==> run_1/m1.png <==
Bar = 20 um.
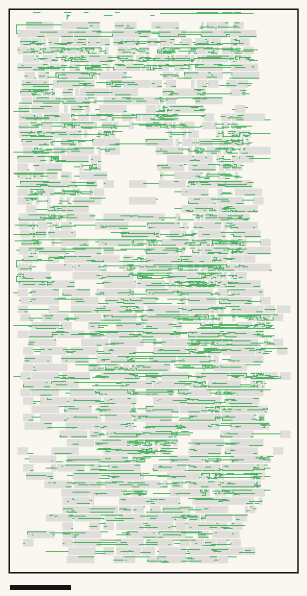
==> run_1/m2.png <==
Bar = 20 um.
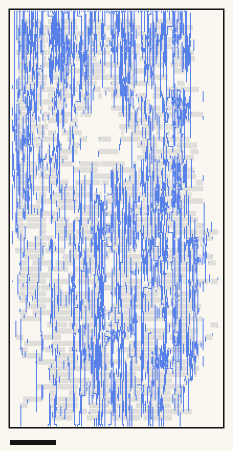
==> run_1/m3.png <==
Bar = 20 um.
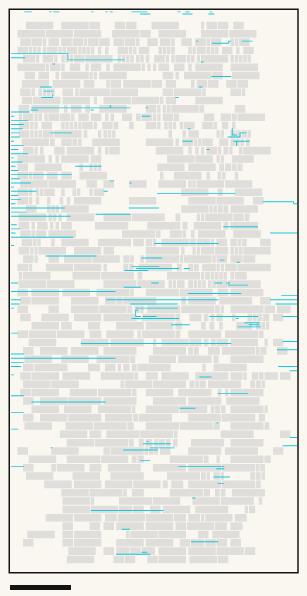
`config.mk`:
```
export PLATFORM = sky130hd
export DESIGN_NAME = ppu_issue_ctrl
export DESIGN_NICKNAME = d
export VERILOG_FILES = /design/src/rtl/ppu_pkg.sv /design/src/rtl/ppu_result_fifo.sv /design/src/rtl/ppu_issue_ctrl.sv
export SDC_FILE = /design/constraint.sdc
export NUM_CORES = 1
export LEC_CHECK = 0
export ABC_AREA = 1
export CAP_MARGIN = 20
export CORE_ASPECT_RATIO = 2
export CORE_MARGIN = 2
export CORE_UTILIZATION = 50
export CTS_BUF_LIST = sky130_fd_sc_hd__clkbuf_16
export DETAILED_ROUTE_END_ITERATION = 6
export GPL_TIMING_DRIVEN = 0
export PLACE_DENSITY = 0.79
export SETUP_SLACK_MARGIN = 0.2
export SLEW_MARGIN = 0
export SYNTH_ARGS = -nofsm -noshare
export SYNTH_HDL_FRONTEND = slang
export SYNTH_SLANG_ARGS = --single-unit
```
`constraint.sdc`:
```
create_clock -name clk_i -period 3.3 [get_ports clk_i]
set_input_delay 0.66 -clock clk_i [delete_from_list [all_inputs] [get_ports clk_i]]
set_output_delay 0.66 -clock clk_i [all_outputs]
set_load 0.02 [all_outputs]
```
`src/rtl/ppu_pkg.sv`:
```
// ----------------------------------------------------------------------------
// ppu_pkg
//  Shared types for the PPU front end: the posit word type and the operation
//  encoding carried from the issue controller to the core datapath.
//  No ports (package).
// ----------------------------------------------------------------------------
package ppu_pkg;

    localparam int PPU_N = 16;

    typedef logic [PPU_N-1:0] posit_t;

    typedef enum logic [2:0] {
        OP_ADD   = 3'd0,
        OP_SUB   = 3'd1,
        OP_MUL   = 3'd2,
        OP_DIV   = 3'd3,
        OP_FMADD = 3'd4,
        OP_F2P   = 3'd5,
        OP_P2F   = 3'd6
    } op_e;

endpackage

```
`src/rtl/ppu_result_fifo.sv`:
```
// ----------------------------------------------------------------------------
// ppu_result_fifo
//  Pointer-based in-order result queue. The head entry is presented
//  combinationally from storage. Pushes and pops in the same cycle are both
//  honoured. clr_i empties the queue on the next edge.
//  Ports:
//   clk_i, rst_ni   clock, asynchronous active-low reset
//   clr_i           synchronous clear (drops all entries)
//   push_i, data_i  write strobe and entry
//   pop_i           remove head entry
//   data_o          head entry
//   full_o, empty_o occupancy flags
// ----------------------------------------------------------------------------
module ppu_result_fifo #(
    parameter int unsigned W     = 21,
    parameter int unsigned DEPTH = 4
) (
    input  logic         clk_i,
    input  logic         rst_ni,
    input  logic         clr_i,
    input  logic         push_i,
    input  logic [W-1:0] data_i,
    input  logic         pop_i,
    output logic [W-1:0] data_o,
    output logic         full_o,
    output logic         empty_o
);

    localparam int AW = $clog2(DEPTH);

    // Pointers carry one extra wrap bit to distinguish full from empty.
    logic [AW:0]              wr_q, rd_q;
    logic [DEPTH-1:0][W-1:0]  mem_q;
    logic                     do_push, do_pop;

    assign full_o  = (wr_q[AW] != rd_q[AW]) && (wr_q[AW-1:0] == rd_q[AW-1:0]);
    assign empty_o = (wr_q == rd_q);
    assign do_push = push_i & ~full_o;
    assign do_pop  = pop_i & ~empty_o;
    assign data_o  = mem_q[rd_q[AW-1:0]];

    always_ff @(posedge clk_i or negedge rst_ni) begin
        if (!rst_ni) begin
            wr_q <= '0;
            rd_q <= '0;
        end else if (clr_i) begin
            wr_q <= '0;
            rd_q <= '0;
        end else begin
            wr_q <= wr_q + (AW+1)'(do_push);
            rd_q <= rd_q + (AW+1)'(do_pop);
        end
    end

    // Storage needs no reset: entries are only observed behind the pointers.
    always_ff @(posedge clk_i) begin
        if (do_push) mem_q[wr_q[AW-1:0]] <= data_i;
    end

endmodule

```
`src/rtl/ppu_issue_ctrl.sv`:
```
// ----------------------------------------------------------------------------
// ppu_issue_ctrl
//  Issue/retire controller in front of the fixed-latency PPU core. Ops that
//  the conditioning stage marked special bypass the core and carry their
//  precomputed value; all ops walk a LATENCY+1 stage tracker so both kinds
//  retire into the output queue in accept order. An occupancy counter
//  covering tracker + queue grants credits, so the queue can never overflow.
//  Ports:
//   clk_i, rst_ni                clock, asynchronous active-low reset
//   in_valid_i/in_ready_o        op request handshake
//   op_i, p1_i..p3_i, tag_i      operation, conditioned operands, tag
//   special_i, special_val_i     bypass verdict and precomputed result
//   flush_i                      drop all in-flight and queued results
//   core_valid_o, core_op_o,
//   core_p1_o..core_p3_o         registered issue to the core
//   core_result_i                core result, LATENCY cycles after issue
//   out_valid_o/out_ready_i      result handshake
//   out_result_o, out_tag_o,
//   out_special_o                head result, its tag, bypass flag
//   busy_o                       any op accepted and not yet consumed
// ----------------------------------------------------------------------------
module ppu_issue_ctrl
    import ppu_pkg::*;
#(
    parameter int unsigned N         = 16,
    parameter int unsigned LATENCY   = 3,
    parameter int unsigned OUT_DEPTH = 4,
    parameter int unsigned TAG_W     = 4
) (
    input  logic             clk_i,
    input  logic             rst_ni,
    input  logic             in_valid_i,
    output logic             in_ready_o,
    input  op_e              op_i,
    input  logic [N-1:0]     p1_i,
    input  logic [N-1:0]     p2_i,
    input  logic [N-1:0]     p3_i,
    input  logic [TAG_W-1:0] tag_i,
    input  logic             special_i,
    input  logic [N-1:0]     special_val_i,
    input  logic             flush_i,
    output logic             core_valid_o,
    output op_e              core_op_o,
    output logic [N-1:0]     core_p1_o,
    output logic [N-1:0]     core_p2_o,
    output logic [N-1:0]     core_p3_o,
    input  logic [N-1:0]     core_result_i,
    output logic             out_valid_o,
    input  logic             out_ready_i,
    output logic [N-1:0]     out_result_o,
    output logic [TAG_W-1:0] out_tag_o,
    output logic             out_special_o,
    output logic             busy_o
);

    localparam int OCC_W = $clog2(OUT_DEPTH + 1);
    localparam int FW    = TAG_W + 1 + N;

    logic [OCC_W-1:0]            occ_q, occ_d;
    logic                        accept, pop, push;
    logic [LATENCY:0]            trk_vld_q, trk_spc_q;
    logic [LATENCY:0][N-1:0]     trk_val_q;
    logic [LATENCY:0][TAG_W-1:0] trk_tag_q;
    logic                        core_valid_q;
    op_e                         core_op_q;
    logic [N-1:0]                core_p1_q, core_p2_q, core_p3_q;
    logic [N-1:0]                retire_res;
    logic [FW-1:0]               push_data, head_data;
    logic                        fifo_full, fifo_empty;

    // Credit check looks only at the registered count, so a pop never
    // reaches in_ready_o in the same cycle.
    assign in_ready_o = (occ_q < OCC_W'(OUT_DEPTH));
    assign accept     = in_valid_i & in_ready_o & ~flush_i;
    assign pop        = out_valid_o & out_ready_i & ~flush_i;
    assign push       = trk_vld_q[LATENCY] & ~flush_i;
    assign busy_o     = (occ_q != '0);

    always_comb begin
        occ_d = occ_q;
        if (flush_i) begin
            occ_d = '0;
        end else begin
            case ({accept, pop})
                2'b10:   occ_d = occ_q + OCC_W'(1);
                2'b01:   occ_d = occ_q - OCC_W'(1);
                default: occ_d = occ_q;
            endcase
        end
    end

    always_ff @(posedge clk_i or negedge rst_ni) begin
        if (!rst_ni) occ_q <= '0;
        else         occ_q <= occ_d;
    end

    // Tracker never stalls; the data lanes load every cycle and only the
    // valid lane decides whether a stage holds a real op.
    always_ff @(posedge clk_i or negedge rst_ni) begin
        if (!rst_ni) begin
            trk_vld_q <= '0;
            trk_spc_q <= '0;
            trk_val_q <= '0;
            trk_tag_q <= '0;
        end else begin
            trk_vld_q <= flush_i ? '0 : {trk_vld_q[LATENCY-1:0], accept};
            trk_spc_q <= {trk_spc_q[LATENCY-1:0], special_i};
            trk_val_q <= {trk_val_q[LATENCY-1:0], special_val_i};
            trk_tag_q <= {trk_tag_q[LATENCY-1:0], tag_i};
        end
    end

    // Special ops leave the core registers untouched.
    always_ff @(posedge clk_i or negedge rst_ni) begin
        if (!rst_ni) begin
            core_valid_q <= 1'b0;
            core_op_q    <= OP_ADD;
            core_p1_q    <= '0;
            core_p2_q    <= '0;
            core_p3_q    <= '0;
        end else begin
            core_valid_q <= accept & ~special_i;
            if (accept && !special_i) begin
                core_op_q <= op_i;
                core_p1_q <= p1_i;
                core_p2_q <= p2_i;
                core_p3_q <= p3_i;
            end
        end
    end

    assign core_valid_o = core_valid_q;
    assign core_op_o    = core_op_q;
    assign core_p1_o    = core_p1_q;
    assign core_p2_o    = core_p2_q;
    assign core_p3_o    = core_p3_q;

    // The tail stage lines up with the core result of the same op.
    assign retire_res = trk_spc_q[LATENCY] ? trk_val_q[LATENCY] : core_result_i;
    assign push_data  = {trk_tag_q[LATENCY], trk_spc_q[LATENCY], retire_res};

    ppu_result_fifo #(
        .W     (FW),
        .DEPTH (OUT_DEPTH)
    ) u_fifo (
        .clk_i   (clk_i),
        .rst_ni  (rst_ni),
        .clr_i   (flush_i),
        .push_i  (push),
        .data_i  (push_data),
        .pop_i   (pop),
        .data_o  (head_data),
        .full_o  (fifo_full),
        .empty_o (fifo_empty)
    );

    assign out_valid_o                             = ~fifo_empty;
    assign {out_tag_o, out_special_o, out_result_o} = head_data;

    // Credits make a push into a full queue impossible.
    a_no_push_full: assert property (@(posedge clk_i) disable iff (!rst_ni)
                                     !(push && fifo_full));

endmodule

```
==> flow_metrics.tcl, run 1 <==
# implementation run metrics
set metrics [dict create \
    run_status "finished, final reports clean" \
    tool_warnings 27 \
    fin_skew_ps 20.3 \
    setup.worst_path.class "reg -> out" \
    max-vdd-ir-drop_mv 0.533 \
    globalRoute.totalOverflow 0 \
    power-per-cell-area_mw_per_mm2 588 \
    critical_path.reg2reg.endpoint "u_fifo.mem_q[12]$_DFFE_PP_" \
    holdCritPathClass "in -> async" \
    final_setup_violation_count 0 \
    crit_required_ps 2640 \
    grt_pass1_wl_um 29600 \
    grt_pass1_vias 5741 \
    worstReg2RegStart "u_fifo.wr_q[1]$_DFF_PN0_" \
    drv.max_cap_violation_count 0 \
    cts.htree.levels 1 \
    chip_area_sq_mm 0.0171 \
    setup.worst_path.start "u_fifo.rd_q[0]$_DFF_PN0_" \
    synth_chip_area_sq_mm 0.00803 \
    postCtsSetupBuffers 0 \
    flip_flop_count_of_the_largest_register_after_layout 84 \
    placeableCoreArea_sq_mm 0.0158 \
    detailedRoute.firstIterationViolations 455 \
    power.static_leakage_nw 4.68 \
    io_pins 169 \
    worst_setup_slack_for_register_to_register_paths_ps 1050 \
    timing_worst_slew_pin_value_ps 487 \
    synth_nets 711 \
    path_depth_of_the_worst_reg2reg_path 8 \
    initCoreUtil 0.509 \
    dp_hpwl_um 13100 \
    postSynthAreaPerCell_sq_um 13.1 \
    antennaDiodeCount 0 \
    largest_net_degree_at_the_start_of_global_routing 100 \
    fin_setup_tns_ps 0 \
    path_max_fanout 10 \
    top_achievable_clock_speed_ghz 0.333 \
    input_output_buffers 168 \
    period_used_share 0.909 \
    synth_cell_type_count 22 \
    ys_seq_frac 0.779 \
    cp_startpoint_kind "flip-flop" \
    total_power_w 0.00635 \
    min_period_ps 3000 \
    cts_sinks 233 \
    synth.ff_latch_count 233 \
    grt_usage 0.224 \
    initial_antenna_violation_count 0 \
    grt_setup_unrepaired "no" \
    tritoncts "done" \
    netlist_instances 613 \
    globalplace.congestion 0.840 \
    ctsRootBufferMaster "clkbuf_16" \
    post_synth_instance_area_sq_mm 0.00803 \
    synthToLayoutAreaGrowth_pct 34.4 \
    die_height_um 183 \
    path_clk_slew_ps 70 \
    cts_max_path_buffers 3 \
    crit_arrival_ps 2340 \
    final_antenna_net_count 0 \
    clock_insertion_delay_worst_skew_ps 500 \
    timing.final.max_slew_violations 0 \
    route.detailed.vias_per_inst 5.20 \
    synth-warning-count 0 \
    nFillCells 1102 \
    number_of_buffers_inserted_for_hold_repair_after_clock_tree_synthesis 0 \
    synth.yosys.num_cells 613 \
    report.final.hold_viol_count 0 \
    drt_first_pass_iters 4 \
    die_width_um 93.6 \
    routed_wire_per_std_cell_um 18.2 \
    max_slew_margin 0.674 \
    layout.nets 910 \
    drt_drc_violations_left 0 \
    end_kind "output pin" \
]
Notes on m1.png above:
The longest straight run is 30.8 um. The wires run mostly horizontal.

Notes on m2.png above:
The layer carries 10400 um of wire. The wires run mostly vertical. The longest straight run is 57.3 um. The layer holds 55% of the routed length.
grt met2 use: 0.410
aggregate routed wire length: 18700 um
total number of vias: 5336

Notes on m3.png above:
The layer holds 5.3% of the routed length. The wires run mostly horizontal.

-- run 1: cells in the mapped netlist, drive strengths merged --
master / number / area share
nor2: 52 / 0.024
o21ai: 46 / 0.029
nand2: 169 / 0.079
mux2: 16 / 0.022
nand4: 2 / 0.0016
a21oi: 3 / 0.0023
edfxtp: 84 / 0.31
inv: 25 / 0.012
clkbuf: 16 / 0.0075
fa: 1 / 0.0025
buf: 10 / 0.0070
o22ai: 21 / 0.016
nand3: 10 / 0.0069
nor3: 5 / 0.0045
dfrtp: 149 / 0.46
ha: 4 / 0.0062
-- run 1: metal layers --
layer	track usage	part of all wire	vias up
li1	-	-	2431
met1	0.252	0.34	2644
met2	0.410	0.55	202
met3	0.0341	0.052	59
met4	0.101	0.049	0
met5	0	0	-
-- run 1: stage by stage --
stage / area [sq um] / hold WS, ps / utilization / instances / setup WS, ps
finish: 10800 / 104 / 0.684 / 1027 / 301
detailed placement: 10100 / 336 / 0.640 / 991 / 257
global placement: 9960 / 332 / 0.631 / 982 / -3920
CTS: 10800 / 117 / 0.683 / 1027 / 195
global route: 10800 / 139 / 0.684 / 1027 / 201
floorplan: 8030 / 331 / - / 613 / 262
-- run 1: kinds of logic (layout without fill, tap and decap cells) --
family	Yosys count	count (layout)	synth area share
DFF	233	233	0.779
AOI/OAI and AO/OA	70	70	0.0474
and+or+nand+nor	238	238	0.117
adders and majority gates	5	5	0.00873
muxes	16	16	0.0224
buffers and inverters	51	264	0.0262
-- run 1: cell usage in the layout, fill, tap and decap left out, drive strengths merged --
cell type	n
clkinv	8
fa	1
mux2	16
o21ai	46
nor3	5
nand2	169
nor2	52
ha	4
buf	20
bufinv	2
clkdlybuf4s50	161
a21oi	3
dfrtp	149
inv	30
dlymetal6s2s	6
o22ai	21
edfxtp	84
nand4	2
nand3	10
clkbuf	37
-- run 1: worst max-delay path by stage --
stage,end,slack [ps],cells after the start
3_3_place_gp,trk_val_q[48]$_DFF_PN0_,-3920,1
3_5_place_dp,u_fifo.mem_q[27]$_DFFE_PP_,260,7
2_1_floorplan,u_fifo.mem_q[42]$_DFFE_PP_,260,4
6_report,out_result_o[4],300,6
5_1_grt,out_result_o[9],200,6
4_1_cts,out_result_o[6],190,4
-- run 1: worst max-delay path, stage by stage, from the launching register on --
cell and delay, ps:
dfrtp_1 400, buf_6 140, inv_2 110, clkbuf_2 250, o21ai_0 130, o22ai_1 170, clkdlybuf4s50_1 640
-- run 1: power by group --
part	total, W	internal [W]	switching, W
Combinational	0.000762	0.000367	0.000396
Sequential	0.00326	0.00318	0.0000866
Clock	0.00232	0.00132	0.00100
Total	0.00635	0.00486	0.00149
-- run 1: final cells by class --
type | instances | area (sq um) | share of cell area
clock inverters | 15 | 131 | 0.0122
flip-flops and latches | 233 | 6250 | 0.579
inverters | 25 | 93.8 | 0.00869
multi-input cells | 329 | 1590 | 0.147
well taps | 201 | 251 | 0.0233
plain buffers | 26 | 134 | 0.0124
repair buffers | 177 | 1820 | 0.169
clock buffers | 21 | 526 | 0.0487
-- run 1: what timing repair did --
item	in CTS	in global routing
resized	11	10
endpoints found under the setup margin	21	13
hold endpoints to repair	0	0
==> run_1/m4.png <==
Bar = 20 um.
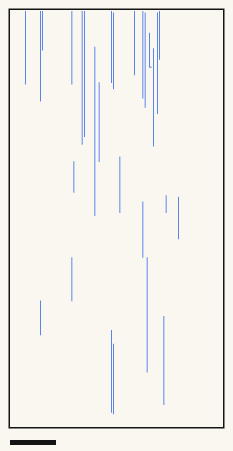

==> inputs of run 2 (changes only) <==
- RECOVER_POWER: not set -> 100
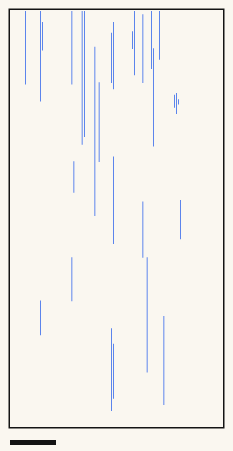
(run_2/m4.png)
Bar = 20 um.
The layer carries 836 um of wire. The wires run mostly vertical. 24 nets have wire on it.
total number of vias: 5322
aggregate routed wire length: 18700 um

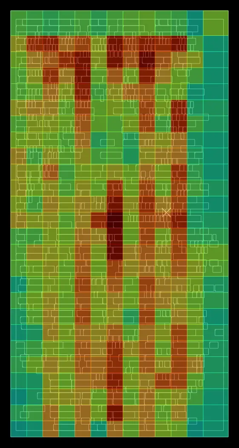
(run_2/congestion_map.png)
GRT Max-Usage Layer: met2
met1 track demand over resource in global routing: 0.252
Util after Layout: 0.677
Tot GR Track Use: 0.224

==> flow_metrics.tcl, run 2 <==
# implementation run metrics
set metrics [dict create \
    final_layout_top_logic_cells "nand2_1 (169), dfrtp_1 (149), dlygate4sd3_1 (93)" \
    placeableCoreArea_sq_mm 0.0158 \
    tritoncts "done" \
    top_achievable_clock_speed_ghz 0.326 \
    die_height_um 183 \
    route.detailed.vias_per_inst 5.17 \
    synth.top_cells.by_area "dfrtp_1 (46%), edfxtp_1 (31%), nand2_1 (7.9%)" \
    flip_flop_count_of_the_largest_register_after_layout 84 \
    drt_first_pass_iters 7 \
    post_synth_instance_area_sq_mm 0.00803 \
    top_area_cell "dfrtp_1" \
    grt_pass1_vias 5741 \
    largest_net_degree_at_the_start_of_global_routing 100 \
    synth.yosys.num_cells 613 \
    cp_startpoint_kind "flip-flop" \
    postCtsSetupBuffers 0 \
    nFillCells 1126 \
    number_of_buffers_inserted_for_hold_repair_after_clock_tree_synthesis 0 \
    critical_path.reg2reg.endpoint "u_fifo.mem_q[63]$_DFFE_PP_" \
    path_clk_slew_ps 70 \
    synthTopCellsByCount "nand2_1 (168), dfrtp_1 (149), edfxtp_1 (84)" \
    drt_drc_violations_left 2 \
    worst_path_max_delay_cell "dlygate4sd3_1" \
    layout.area.seq_sq_mm 0.00625 \
    postSynthAreaPerCell_sq_um 13.1 \
    input_output_buffers 168 \
    max_slew_margin -0.600 \
    grt_pass1_wl_um 29600 \
    cts_max_path_buffers 3 \
    edf_count 84 \
    synthMostInstantiatedCell "nand2_1" \
    synth_nets 711 \
    synth_chip_area_sq_mm 0.00803 \
    ctsRootBufferMaster "clkbuf_16" \
    timing.final.max_slew_violations 51 \
    chip_area_sq_mm 0.0171 \
    routed_wire_per_std_cell_um 18.1 \
    synth_cell_type_count 22 \
    netlist_instances 613 \
    die_width_um 93.6 \
    ys_seq_frac 0.779 \
    dp_hpwl_um 13100 \
    cts.htree.levels 1 \
    final-comb-area_sq_mm 0.00155 \
    timing_worst_slew_pin_value_ps 2400 \
    synth-warning-count 0 \
    failed_checks "DRC, capacitance limit, slew limit" \
    drv.max_cap_violation_count 1 \
    crit_arrival_ps 2410 \
    synth-async-reset-ratio 0.639 \
    fin_skew_ps 21.5 \
    synthDominantCellAreaShare 0.464 \
    final_setup_violation_count 0 \
    detailedRoute.firstIterationViolations 311 \
    period_used_share 0.931 \
    initCoreUtil 0.509 \
    report.final.hold_viol_count 0 \
    cp_num_buf_inv 4 \
    clock_insertion_delay_worst_skew_ps 500 \
    synthToLayoutAreaGrowth_pct 33.1 \
    max-vdd-ir-drop_mv 0.521 \
    crit_required_ps 2640 \
    fin_setup_tns_ps 0 \
    run_status "complete, but fails checks" \
    setup.worst_path.class "reg -> out" \
]
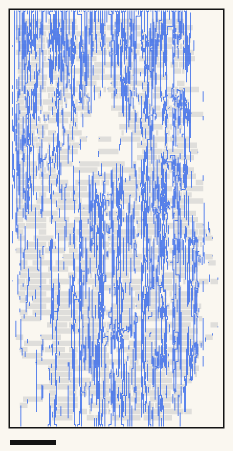
(run_2/m2.png)
Bar = 20 um.
The longest straight run is 62.6 um. The layer carries 10400 um of wire. The wires run mostly vertical. The layer holds 56% of the routed length. 798 nets have wire on it.

==> run 2: worst register-to-register path: cells and delay by family, from the launching register on <==
family | cells | cell delay, ps
DFF | 1 | 370
buffers and inverters | 4 | 810
and+or+nand+nor | 5 | 1090
==> run 2: layer usage <==
metal	global-route usage	vias up	part of all wire
met5	0	-	0
met4	0.101	0	0.045
met3	0.0341	62	0.050
met2	0.410	211	0.56
met1	0.252	2613	0.35
li1	-	2436	-
==> run 2: cell families after synthesis <==
logic type,count (synthesis),share of synthesized area
compound gates,70,0.0474
simple gates,238,0.117
fa+ha+maj,5,0.00873
mux,16,0.0224
buf+inv,51,0.0262
flops,233,0.779
==> run 2: final cells by class <==
cell class	instances	area share
sequential	233	0.585
timing repair buffer	177	0.164
multi-input combinational	329	0.145
clock buffer	21	0.0492
tap	201	0.0235
clock inverter	15	0.0123
buffer	26	0.0119
inverter	25	0.00878
antenna	2	0.000468
==> run 2: worst max path at each step <==
stage                                  start                    endpoint  cells past startpoint
global route                         flush_i  u_fifo.mem_q[48]$_DFFE_PP_                      7
floorplan                            flush_i  u_fifo.mem_q[42]$_DFFE_PP_                      4
finish              u_fifo.rd_q[0]$_DFF_PN0_                out_tag_o[2]                      6
CTS                 u_fifo.rd_q[1]$_DFF_PN0_             out_result_o[6]                      4
global placement                      rst_ni     trk_val_q[48]$_DFF_PN0_                      1
detailed placement                   flush_i  u_fifo.mem_q[27]$_DFFE_PP_                      7
==> run 2: power breakdown <==
part / switching [W] / internal, W
Sequential: 0.0000814 / 0.00318
Clock: 0.00101 / 0.00132
Combinational: 0.000395 / 0.000311
Total: 0.00148 / 0.00481
==> run 2: per-stage QoR <==
stage	instances	power, W	utilization	hold slack [ps]	instance area [sq um]
global placement	982	0.00405	0.631	332	9960
floorplan	613	0.00360	-	331	8030
CTS	1027	0.00641	0.683	117	10800
global route	1029	0.00653	0.677	355	10700
finish	1029	0.00629	0.677	334	10700
detailed placement	991	0.00409	0.640	336	10100
==> run 2: repair_timing <==
action | CTS | global route
gates resized | 11 | 10
endpoints found under the hold margin | 0 | 0
endpoints found under the setup margin | 21 | 13
Power figures rest on the tool's default switching activity, not on a simulated workload.
